### Clock routing, run 1

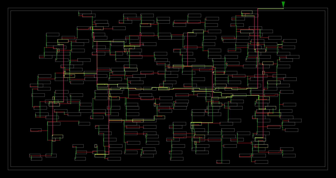
### Cell sizes after repair, run 1

Scale bar: 100 microns.
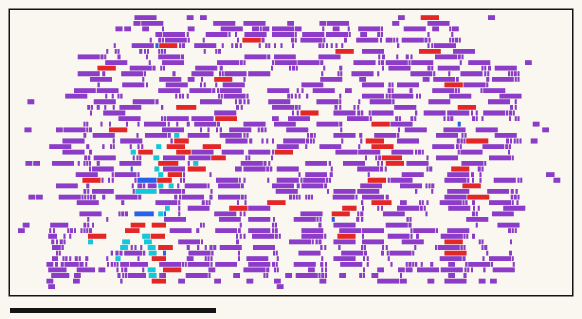
### Layout detail, run 1

Window x 190 to 220, y 20 to 50 microns. Cells in gray, sequential cells in the stronger gray; small squares are vias.
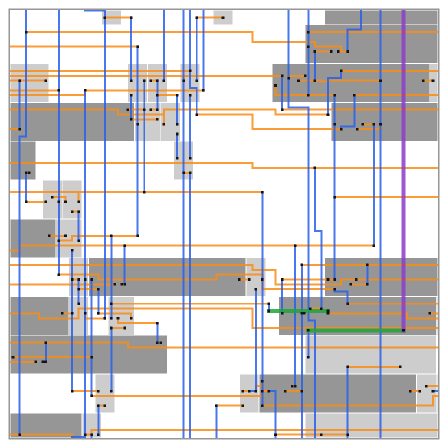
### Clock wires, drivers and flops, run 1

Scale bar: 100 microns.
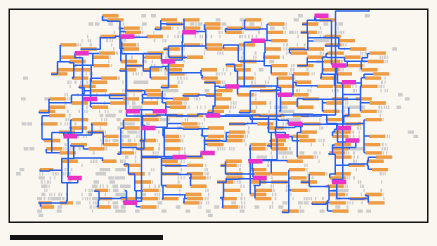
==> src/rtl/fpchk_fifo.sv <==
// Synchronous DEPTH x WIDTH FIFO with occupancy output and synchronous clear.
// Callers must qualify push_i with not-full and pop_i with not-empty.
module fpchk_fifo #(
    parameter int unsigned WIDTH = 32,
    parameter int unsigned DEPTH = 8,
    localparam int unsigned PtrW = $clog2(DEPTH),
    localparam int unsigned CntW = $clog2(DEPTH + 1)
) (
    input  logic             clk_i,
    input  logic             rst_ni,
    input  logic             clr_i,
    input  logic             push_i,
    input  logic             pop_i,
    input  logic [WIDTH-1:0] wdata_i,
    output logic [WIDTH-1:0] rdata_o,
    output logic [CntW-1:0]  count_o
);

    logic [WIDTH-1:0] mem_q [DEPTH];
    logic [PtrW-1:0]  wptr_q, wptr_d;
    logic [PtrW-1:0]  rptr_q, rptr_d;
    logic [CntW-1:0]  cnt_q, cnt_d;

    // Power-of-two depth lets the pointers wrap by natural overflow.
    always_comb begin
        wptr_d = wptr_q;
        rptr_d = rptr_q;
        cnt_d  = cnt_q;
        if (clr_i) begin
            wptr_d = '0;
            rptr_d = '0;
            cnt_d  = '0;
        end else begin
            if (push_i) wptr_d = wptr_q + 1'b1;
            if (pop_i)  rptr_d = rptr_q + 1'b1;
            if (push_i && !pop_i) begin
                cnt_d = cnt_q + 1'b1;
            end else if (!push_i && pop_i) begin
                cnt_d = cnt_q - 1'b1;
            end
        end
    end

    always_ff @(posedge clk_i or negedge rst_ni) begin
        if (!rst_ni) begin
            wptr_q <= '0;
            rptr_q <= '0;
            cnt_q  <= '0;
        end else begin
            wptr_q <= wptr_d;
            rptr_q <= rptr_d;
            cnt_q  <= cnt_d;
        end
    end

    always_ff @(posedge clk_i) begin
        if (push_i && !clr_i) mem_q[wptr_q] <= wdata_i;
    end

    assign rdata_o = mem_q[rptr_q];
    assign count_o = cnt_q;

endmodule

==> config.mk <==
export PLATFORM = sky130hd
export DESIGN_NAME = fpchk_fifo
export DESIGN_NICKNAME = d
export VERILOG_FILES = /design/src/rtl/fpchk_fifo.sv
export SDC_FILE = /design/constraint.sdc
export NUM_CORES = 1
export LEC_CHECK = 0
export ABC_AREA = 1
export CELL_PAD_IN_SITES_DETAIL_PLACEMENT = 0
export CELL_PAD_IN_SITES_GLOBAL_PLACEMENT = 2
export CORE_ASPECT_RATIO = 0.5
export CORE_MARGIN = 2
export CORE_UTILIZATION = 30
export DETAILED_ROUTE_END_ITERATION = 8
export PLACE_DENSITY = 0.6
export SLEW_MARGIN = 40
export SYNTH_ARGS = -nofsm -noshare
export SYNTH_HDL_FRONTEND = slang
export SYNTH_SLANG_ARGS = --single-unit
==> constraint.sdc <==
create_clock -name clk_i -period 3 [get_ports clk_i]
set_input_delay 0.45 -clock clk_i [delete_from_list [all_inputs] [get_ports clk_i]]
set_output_delay 0.45 -clock clk_i [all_outputs]
set_load 0.01 [all_outputs]
==> reports/results.ini, run 1 <==
[status]
status=complete, no violations

[logic_synthesis]
ys_seq_share_pct=73.3
yosys_most_used_dff=edfxtp_1
syn-instance-count=937
synth_area_leader_cell=edfxtp_1
yosys-stat-cells=937
most_common_cell=nor2_1
area_leaders=edfxtp_1 (71%), nor2_1 (9.2%), nand2_1 (6.4%)

[floorplan]
fp.dieH_microns=138
tap_cells=484

[run]
warnings=26

[grt]
gr-usage-all-layers_pct=14.9
grt_first_pass_wirelength_microns=42300
grtUsageMet1_pct=21.7
grt_max_degree=59

[final_timing]
layout_setup_ws_ns=0.153
setup_viol=0
hold_ws_ns=0.245

[worst_setup_path]
slowest_stage=clkdlybuf4s50_1
start_kind=register
cpMostUsedCell=nand2_1
rr_startpoint=wptr_q[0]
r2r_slack_ns=1.44

[power]
p_sw_uw=1990
internal_power_uw=6680

[clock_tree]
cts_resized=7
cts_tree=built
clk_pin_slew_worst_paths_ns=0.06

[finish]
inverters_excl_clock=17
logic_area_sq_mm=0.00257
drive_gt1_share_pct=7.90
buf_share_pct=9.16

[placed_design]
dp_hpwl_microns=13600
place_inst=1463

[drt]
via_count=6868
dr.first_iter.drc_count=461
routed_wl_microns=27900

-- 'Clock routing' (at the start) --
Late-Pin Clk Latency: 0.53 ns
flop count: 266
power in the clock group: 3570 uW
Setup Skew: 0.00628 ns

-- 'Cell sizes after repair' (at the start) --
red -> drive 6 and up  # cells 52, share 5.0%, most used clkbuf_16
blue -> drive 2  # cells 8, share 0.77%, most used clkinv_2
purple -> drive 1 or less  # cells 956, share 92%, most used nor2_1
cyan -> drive 3 to 4  # cells 22, share 2.1%, most used buf_4

-- 'Layout detail' (at the start) --
purple -> met4
orange -> met1
green -> met3
blue -> met2
cells with their middle in the window = 29
netlist names of flops here include = mem_q (9)
sequential cells in the window = 9
most frequent = edfxtp_1 (9), nor2_1 (8), nand2_1 (6)

-- 'Clock wires, drivers and flops' (at the start) --
orange -> flip-flops  # count 266
blue -> clock wires  # length 3620 microns
magenta -> cells driving clock nets  # count 27
routed clock nets = 28
flops lie = spread over the die

[run 1: kinds of logic after synthesis]
logic type / count (synthesis) / synth area share [%]
AND/OR/NAND/NOR: 458 / 15.9
flip-flops: 266 / 73.3
AND-OR/OR-AND: 141 / 6.55
buffers and inverters: 66 / 3.52
adder cells (fa/ha/maj): 5 / 0.647
XOR/XNOR: 1 / 0.0809
[run 1: registers in the layout, indices dropped and copies added (netlist names)]
| register | count |
|---|---|
| mem_q | 256 |
| count_o | 4 |
| rptr_q | 3 |
| wptr_q | 3 |
[run 1: worst max-delay path: cells and delay by family (launching register included)]
family | cells | cell delay, ns
DFF | 1 | 0.50
and+or+nand+nor | 5 | 0.37
AOI/OAI and AO/OA | 1 | 0.09
buffers and inverters | 3 | 0.89
### Register map, names as in the netlist, run 1

Scale bar: 100 microns. Other sequential cells in the stronger gray, the rest of the logic in the fainter gray.
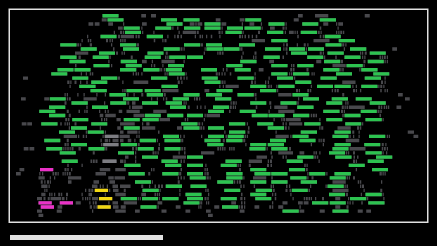

==> run 1 -> run 2 <==
--- a/config.mk
+++ b/config.mk
@@ -6,13 +6,14 @@
 export NUM_CORES = 1
 export LEC_CHECK = 0
 export ABC_AREA = 1
+export CAP_MARGIN = 20
 export CELL_PAD_IN_SITES_DETAIL_PLACEMENT = 0
 export CELL_PAD_IN_SITES_GLOBAL_PLACEMENT = 2
 export CORE_ASPECT_RATIO = 0.5
 export CORE_MARGIN = 2
-export CORE_UTILIZATION = 30
+export CORE_UTILIZATION = 40
 export DETAILED_ROUTE_END_ITERATION = 8
-export PLACE_DENSITY = 0.6
+export PLACE_DENSITY = 0.77
 export SLEW_MARGIN = 40
 export SYNTH_ARGS = -nofsm -noshare
 export SYNTH_HDL_FRONTEND = slang
### Register map, names as in the netlist, run 2

Scale bar: 50 microns. Other sequential cells in the stronger gray, the rest of the logic in the fainter gray.
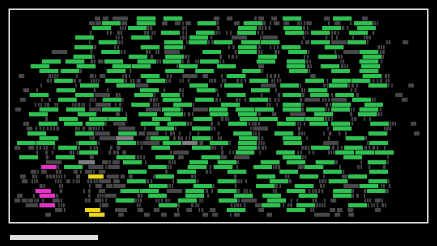
green -> mem_q  # flops 256, where spread over the die
magenta -> count_o  # flops 4, where bottom left
yellow -> wptr_q  # flops 3
not colored = 3

### Cell sizes after repair, run 2

Scale bar: 50 microns.
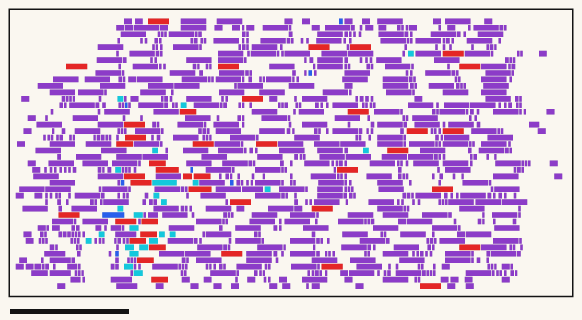
cyan -> drive 3 to 4  # cells 24, share 2.3%, most used buf_4
purple -> drive 1 or less  # cells 961, share 93%, most used nor2_1
red -> drive 6 and up  # cells 41, share 4.0%, most used clkbuf_16
blue -> drive 2  # cells 8, share 0.77%, most used clkinv_2

==> reports/results.ini, run 2 <==
[status]
status=complete, no violations

[logic_synthesis]
most_common_cell=nor2_1
area_leaders=edfxtp_1 (71%), nor2_1 (9.2%), nand2_1 (6.4%)
topCombFamilyByArea=simple AND/OR/NAND/NOR gates
synth.cellmix.simpleShare_pct=15.9  ; unchanged
yosys_most_used_dff=edfxtp_1
yosys-stat-cells=937  ; unchanged
adder_share_pct=0.647  ; unchanged
muxShareOfSynthArea_pct=0  ; unchanged

[worst_setup_path]
cpMostUsedCell=nand2_1
r2r_slack_ns=1.38  ; -0.06 ns
rr_startpoint=rptr_q[2]
slowest_stage=clkdlybuf4s50_1

[grt]
grt_first_pass_wirelength_microns=38500  ; -9.0%
grt_max_degree=74  ; +25%
grtUsageMet1_pct=25.9  ; +4.3 points

[clock_tree]
cts_tree=built

[placed_design]
dp_hpwl_microns=13100  ; -3.3%

[finish]
regMostFlops=mem_q
drive_gt1_share_pct=7.06  ; -0.84 points

[final_timing]
setup_viol=0  ; unchanged
hold_ws_ns=0.287  ; +0.0420 ns

[power]
powerClk_uw=2960  ; -17%

[drt]
routed_wl_microns=25100  ; -9.9%

[run]
warnings=27  ; +3.8%

run 2: layout make-up:
| class | count | area share [%] |
|---|---|---|
| Clock inverter | 10 | 0.340 |
| Inverter | 17 | 0.495 |
| Timing Repair Buffer | 101 | 8.74 |
| Tap cell | 352 | 3.41 |
| Multi-Input combinational cell | 605 | 20.0 |
| Sequential cell | 266 | 61.6 |
| Clock buffer | 35 | 5.47 |
run 2: logic make-up (layout without fill, tap and decap cells):
| family | count (synthesis) | after routing |
|---|---|---|
| flops | 266 | 266 |
| compound gates | 141 | 141 |
| buf+inv | 66 | 163 |
| fa+ha+maj | 5 | 5 |
| xor+xnor | 1 | 1 |
| simple gates | 458 | 458 |
run 2: repair_timing:
action | in CTS | in global routing
endpoints found under the setup margin | 0 | 21
resized | 0 | 4
setup buffers | 0 | 4
### Clock routing, run 2

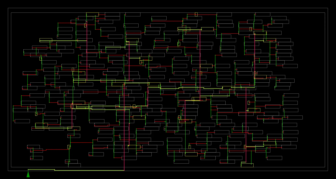

==> run 2 -> run 3 <==
--- a/config.mk
+++ b/config.mk
@@ -7,11 +7,12 @@
 export LEC_CHECK = 0
 export ABC_AREA = 1
 export CAP_MARGIN = 20
-export CELL_PAD_IN_SITES_DETAIL_PLACEMENT = 0
-export CELL_PAD_IN_SITES_GLOBAL_PLACEMENT = 2
+export CELL_PAD_IN_SITES_DETAIL_PLACEMENT = 1
+export CELL_PAD_IN_SITES_GLOBAL_PLACEMENT = 1
 export CORE_ASPECT_RATIO = 0.5
 export CORE_MARGIN = 2
-export CORE_UTILIZATION = 40
+export CORE_UTILIZATION = 47
+export CTS_CLUSTER_DIAMETER = 80
 export DETAILED_ROUTE_END_ITERATION = 8
 export PLACE_DENSITY = 0.77
 export SLEW_MARGIN = 40
### Clock routing, run 3

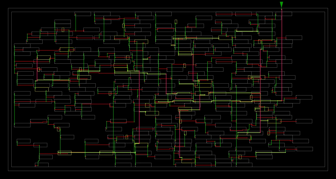
clock sinks: 266
power in the clock group: 2950 uW

==> reports/results.ini, run 3 <==
[finish]
drive_gt1_share_pct=7.51  ; +0.45 points
layout_top_cell=nor2_1
num_antenna_cells=0
regMostFlops=mem_q

[final_timing]
hold_ws_ns=0.264  ; -0.0229 ns
fin_skew_ns=0.00841
setup_viol=0  ; unchanged
slew-limit-headroom_pct=62.7
max_clock_freq_ghz=0.341

[grt]
grt_max_degree=66  ; -11%
antenna_found_initial=0
grt_first_pass_wirelength_microns=44000  ; +14%

[drt]
dr.first_iter.drc_count=597
routed_wl_microns=30500  ; +21%

[worst_setup_path]
slowest_stage=clkdlybuf4s50_1
cpMostUsedCell=nand2_1
rr_startpoint=wptr_q[0]
worst_r2r_path_depth=4
critPathCaptureType=output pin
r2r_slack_ns=1.35  ; -0.03 ns

[power]
irDropWorstVdd_mv=0.388

[floorplan]
io_pins=73
num_rows=39

[clock_tree]
cts_tree=built
cts_resized=5  ; +5

[logic_synthesis]
area_leaders=edfxtp_1 (71%), nor2_1 (9.2%), nand2_1 (6.4%)
yosys-stat-cells=937  ; unchanged
yosys_most_used_dff=edfxtp_1
most_common_cell=nor2_1
ys_chip_area_sq_mm=0.0108

[run]
warnings=27  ; unchanged

[placed_design]
dp_hpwl_microns=15800  ; +21%
gp_congestion=0.736

[status]
status=complete, no violations

### Register map, names as in the netlist, run 3

Scale bar: 50 microns. Other sequential cells in the stronger gray, the rest of the logic in the fainter gray.
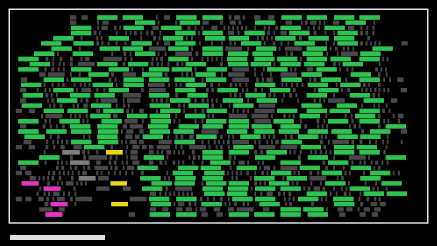
green -> mem_q  # flops 256, where spread over the die
magenta -> count_o  # flops 4, where bottom left
yellow -> wptr_q  # flops 3
not colored = 3

run 3: kinds of logic (layout without fill, tap and decap cells):
family	after synthesis	count (layout)	share of synthesized area (%)
adders and majority gates	5	5	0.647
buffers and inverters	66	168	3.52
DFF	266	266	73.3
and+or+nand+nor	458	458	15.9
AOI/OAI and AO/OA	141	141	6.55
xor gates and xnor gates	1	1	0.0809
run 3: metal layers:
metal	track usage [%]	vias to the layer above	share of wire (%)
met5	0	-	0
met4	5.14	0	1.4
met3	3.44	42	4.8
met2	39.8	213	49
met1	32.9	3868	45
li1	-	3366	-
run 3: layout make-up:
type	count	area [sq um]
clock buffers	32	652
clock inverters	12	78.8
fillers	2350	9730
inverters	17	78.8
multi-input cells	605	2580
flip-flops and latches	266	7940
well taps	307	384
repair buffers	107	1290
No activity file was given, so power comes from the tool's default toggle rates.
